Design hex_scan_display_flat, sky130hd; sources not shown.
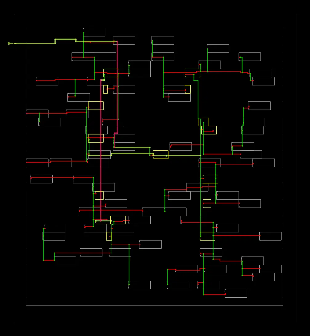
*Clock routing, run 1*
number of buffers inserted during clock tree synthesis: 9
Clk. pwr: 628 uW

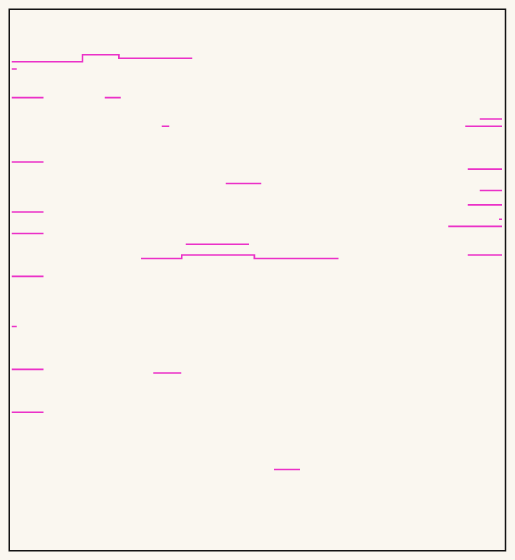
*The metal 3 layer, run 1*
share of all routed wire = 3.0%
main direction = horizontal
nets with wire on the layer = 21
wire length on this layer = 191 um
global-route met3 utilization: 3.066%
total vias in the final route: 2478

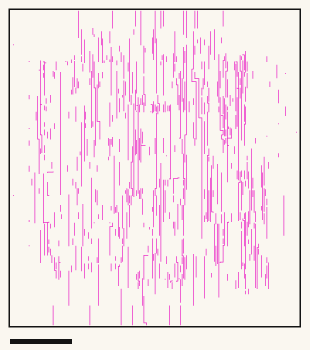
*Signal wires on met2, run 1*
Scale bar: 20 um.
share of all routed wire = 47%
nets with wire on the layer = 334
longest straight run = 39.8 um
main direction = vertical
wire length on this layer = 2960 um
met2 usage in global routing: 21.46%
final WL: 6330 um

==> Changelog: implementation, run 1 <==
### Physical design

- Most frequent cells in the layout: sky130_fd_sc_hd__dfxtp_1 (71), sky130_fd_sc_hd__nand2_1 (58), sky130_fd_sc_hd__nand3_1 (26)
- Initial antenna violation count: 0
- Total count of hold-check failures in the final report: 0
- Synth Area in XOR/XNOR: 4.031%
- Clock edge transition at the registers on the reported setup and hold paths: 80 ps
- Peak fanout along the critical path: 11
- Sequential power: 917 uW
- Status: finished clean
- Number of placed cells counting well taps: 480
- Area growth from synthesis to final layout: 16.81%
- Net load switching power: 396.5 uW
- Leakage power: ~0.0016 uW
- Starting density of the core: approximately two fifths
- Largest net degree at the start of global routing: 41
- EDFF count, synth: 0
- Critical path's largest stage delay: approximately 650 ps
- Post-place instance area: 0.003645 sq mm
- Compound-gate portion of the synthesized area: roughly 16%
- Post-synthesis instance area: about 0.0033 sq mm
- I/O pin count: 37
- Vias/cell: between 4 and 5
- Worst slack after detailed placement: ~280 ps
- Portion of the post-synthesis area used by sequential elements: a little over two fifths
- Horizontal die size: around 94 um
- Cell with the largest stage delay on the worst path: sky130_fd_sc_hd__a221oi_1
- Final cell utilization of the core: 48.12%
- Post-Syn Area per Cell: between 9 and 10 sq um
- Root Buffer: sky130_fd_sc_hd__clkbuf_8
- Combinational Power Share: under 10%
- Flop2flop setup slack: about 470 ps
- Cell internal pwr: 1267 uW
- Clock group share of total power: between 30% and 40%
- Count of pins over their slew limit: 0
- Dominant power group: sequential cells
- Crit path capture type: flip-flop
- Synthesized instance count: ~360
- Area enclosed by the die boundary: around 0.0097 sq mm
- Arrival time of the worst setup path: approximately 3000 ps
- CTS Buffer Depth: 2
- Final TNS setup: 0 ps
[run 1: layer usage]
metal	part of all wire [%]	global-route usage, %	routed length [um]	vias up
met5	0	0	0	-
met2	47	21.46	2956	31
met1	49	17.84	3098	1146
met3	3.0	3.066	191	5
met4	1.3	6.556	83	0
li1	-	-	-	1296
[run 1: cell type report]
type / count / area [sq um]
well taps: 108 / 135.1
clock inverters: 5 / 33.78
clock buffers: 11 / 141.4
fillers: 821 / 4105
flip-flops and latches: 71 / 1421
multi-input cells: 251 / 1649
repair buffers: 41 / 392.9
inverters: 9 / 33.78
[run 1: cell families (layout without fill, tap and decap cells)]
family          count (synthesis)  after routing
compound gates                 68             68
fa+ha+maj                      11             11
mux                            24             24
simple gates                  133            133
xor+xnor                       15             15
flops                          71             71
buf+inv                        36             66
### Routed metal, one colour a layer, run 1

Scale bar: 20 um. Two of the layers only.
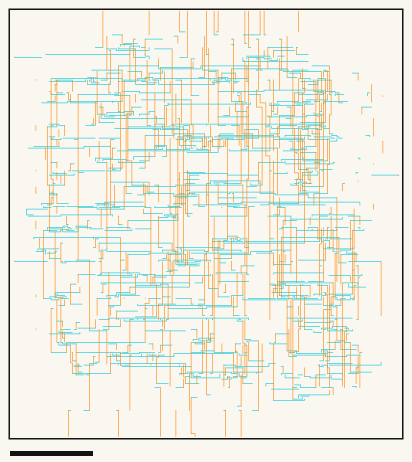

==> run 2: changes to the inputs <==
ABC_AREA = 1   (was unset)
PLACE_DENSITY = 0.7   (was unset)
PLACE_DENSITY_LB_ADDON = unset   (was 0.08)
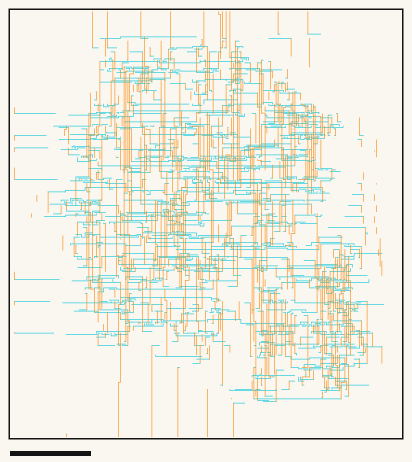
*Routed metal, one colour a layer, run 2*
Scale bar: 20 um. Two of the layers only.
cyan -> M1  # wire length 3410 um
orange -> M2  # wire length 3580 um
final WL: 7424 um
total vias in the final route: 3116
DR WL/cell: 11.39 um
All-Layer GR Usage: 15.22%

==> run 2 against run 1 <==
  * Worst hold slack better by 7.3 ps
  * Largest power group unchanged
  * Sequential share of layout area is 2.7 points lower
  * Flip-flop count stayed put
==> Changelog: implementation, run 2 <==
### Physical design

- Status: finished clean
- Sequential cell area in the final layout: 0.001421 sq mm
- Fill cell count: 825
- Peak fanout along the critical path: 20
- Critical path's largest stage delay: between 600 and 700 ps
- Largest net degree at the start of global routing: between 40 and 50
- Dominant class by area: multi-input combinational cells
- Number of placed cells counting well taps: roughly 640
- Starting density of the core: about two fifths
- EDFF count, synth: 0
- Metal1 wirelength: about 3400 um
- Cell with the largest stage delay on the worst path: sky130_fd_sc_hd__ha_1
- Arrival time of the worst setup path: 2550 ps
- Number of buffers inserted during clock tree synthesis: 9
- Area growth from synthesis to final layout: 17.08%
- Post-place instance area: around 0.0039 sq mm
- Root Buffer: sky130_fd_sc_hd__clkbuf_8
- Uppermost layer routed: met4
- Worst slack after detailed placement: ~660 ps
- Total area of multi-input combinational cells: 0.001737 sq mm
- Global-route met3 utilization: around 3.1%
- Number of clock-tree buffers in the layout: 11
- Logic gate fraction of the total cell area: between 40% and 50%
- Register share of the cell area: between 30% and 40%
- Met1 Use GR: around 18%
- Met2 usage in global routing: a little over a quarter
- Portion of the post-synthesis area used by sequential elements: between 40% and 50%
- CTS Buffer Depth: 2
- Leakage power: 0.001674 uW
- Final cell utilization of the core: between 40 and 50%
- Vias/cell: 4.779
- Routed length on met3: 238 um
- Post-Syn Area per Cell: roughly 7 sq um
- Non-clock inverter count: roughly 50
- Final non-clock buffer share: about a tenth
- Total count of hold-check failures in the final report: 0
- Final TNS setup: 0 ps
- Non-clock buffers: 39
- GRT Max-Usage Layer: met2
- Post-synthesis instance area: around 0.0035 sq mm
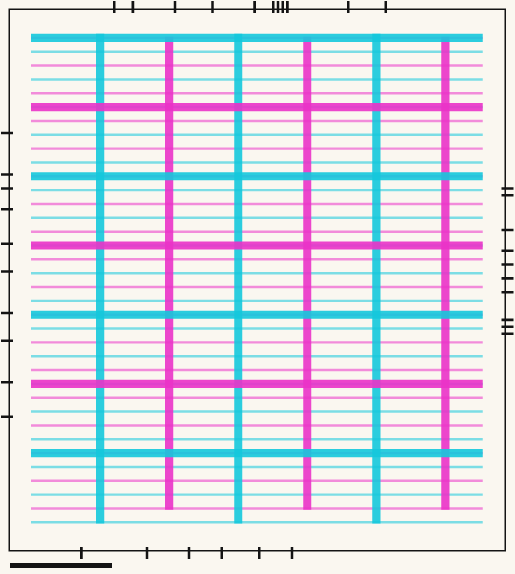
*Floorplan with the power grid, run 2*
Scale bar: 20 um. Pins as bars on the die edge.
cyan -> VSS
magenta -> VDD
met1 rails = 36
signal pins = 37
Peak VDD IR: 181.5 uV
core region area: 0.008452 sq mm
die outline height: 106.1 um
horizontal die size: 97.20 um

run 2: cell types whose count changed in the layout (fill, tap and decap cells not counted), sizes merged, moves of 21 or more:
cell,previous run,this run
a21oi,4,38
mux2i,24,0
nand2,58,153
inv,9,49
o211a,21,0
nand4,2,25
nor2,22,76
run 2: cell families after synthesis:
logic type	count (synthesis)	share of synthesized area (%)
simple gates	283	34.81
xor+xnor	5	1.251
compound gates	66	9.972
fa+ha+maj	11	3.931
buf+inv	73	9.435
flops	71	40.60
run 2: power breakdown:
| group | internal, uW | switching [uW] | total (uW) |
|---|---|---|---|
| Sequential | 909 | 8.55 | 918 |
| Clock | 480 | 349 | 829 |
| Combinational | 60.5 | 79.8 | 140 |
| Total | 1450 | 437 | 1890 |
### Clock routing, run 2

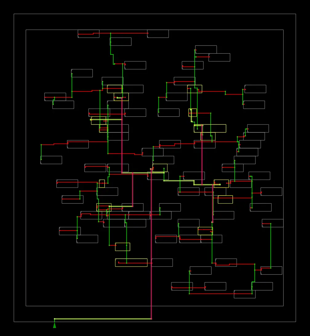

==> run 3: changes to the inputs <==
clock period = 2.3 ns   (was 3.2 ns; I/O delays follow)
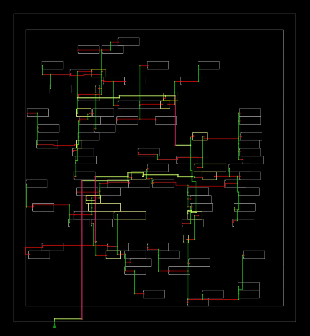
*Clock routing, run 3*
number of clock-tree buffers in the layout: 10
Post-Route Skew: 9.353 ps

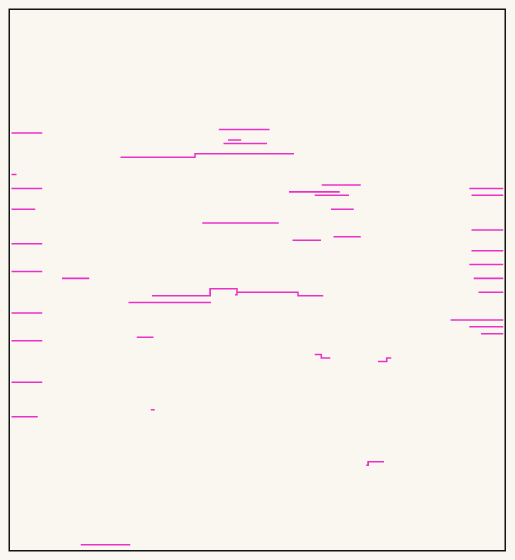
*The metal 3 layer, run 3*
wire length on this layer = 300 um
nets with wire on the layer = 33
longest straight run = 19.3 um
share of all routed wire = 4.2%
main direction = horizontal
final WL: 7165 um
global-route met3 utilization: 2.822%
total vias in the final route: 3155

==> run 3 against run 2 <==
  * Core utilization rose by 0.68 points
  * Highest routed layer unchanged
  * Combinational power rose by 44%
  * Critical path type unchanged
  * Critical path depth rose by 6
  * Largest power group unchanged
==> Changelog: implementation, run 3 <==
### Physical design

- Peak fanout along the critical path: 6
- Most frequent cells in the layout: sky130_fd_sc_hd__nand2_1 (148), sky130_fd_sc_hd__nor2_1 (73), sky130_fd_sc_hd__dfxtp_1 (71)
- Dominant power group: sequential cells
- Root Buffer: sky130_fd_sc_hd__clkbuf_8
- Post-Syn Area per Cell: 6.878 sq um
- Horizontal die size: between 90 and 100 um
- Cell with the largest stage delay on the worst path: sky130_fd_sc_hd__dfxtp_1
- Post-place instance area: about 0.0039 sq mm
- I/O pin count: 37
- Number of placed cells counting well taps: 641
- Clk. pwr: between 1000 and 1500 uW
- Vias/cell: approximately 4.8
- Clock group share of total power: ~45%
- Worst slack after detailed placement: ~240 ps
- Net load switching power: just under 600 uW
- Number of buffers inserted during clock tree synthesis: 9
- Area growth from synthesis to final layout: 18.73%
- Peak VDD IR: approximately 380 uV
- Combinational Power Share: under 10%
- Die outline height: 106.1 um
- Cell internal pwr: 2073 uW
- Share of total power consumed by net switching: between 20% and 30%
- Largest net degree at the start of global routing: 41
- Area enclosed by the die boundary: about 0.010 sq mm
- Status: finished clean
- Combinational cell power: between 200 and 250 uW
- Critical path's largest stage delay: around 400 ps
- Count of pins over their slew limit: 0
- Starting density of the core: 41.42%
- Arrival time of the worst setup path: around 2300 ps
- DR WL/cell: approximately 11 um
- Portion of the post-synthesis area used by sequential elements: between 40% and 50%
- Clock edge transition at the registers on the reported setup and hold paths: approximately 70 ps
- Synthesized instance count: about 510
[run 3: area by class of cell]
cell class,count,area [sq um]
Multi-Input combinational cell,365,1739
Inverter,50,187.7
Clock buffer,10,127.6
Timing Repair Buffer,44,432.9
Fill cell,842,4295
Clock inverter,6,108.9
Tap cell,111,138.9
Sequential cell,71,1421
[run 3: metal layers]
metal	wire, um	GRT usage (%)
met1	3316	17.41
met2	3462	24.85
met3	299	2.822
met4	87	5.717
met5	0	0
[run 3: cell families after synthesis]
logic type | count (synthesis) | share of synthesized area, %
and+or+nand+nor | 283 | 34.81
buffers and inverters | 73 | 9.435
DFF | 71 | 40.60
AOI/OAI and AO/OA | 66 | 9.972
adders and majority gates | 11 | 3.931
xor gates and xnor gates | 5 | 1.251
Power and IR drop assume default switching activity.
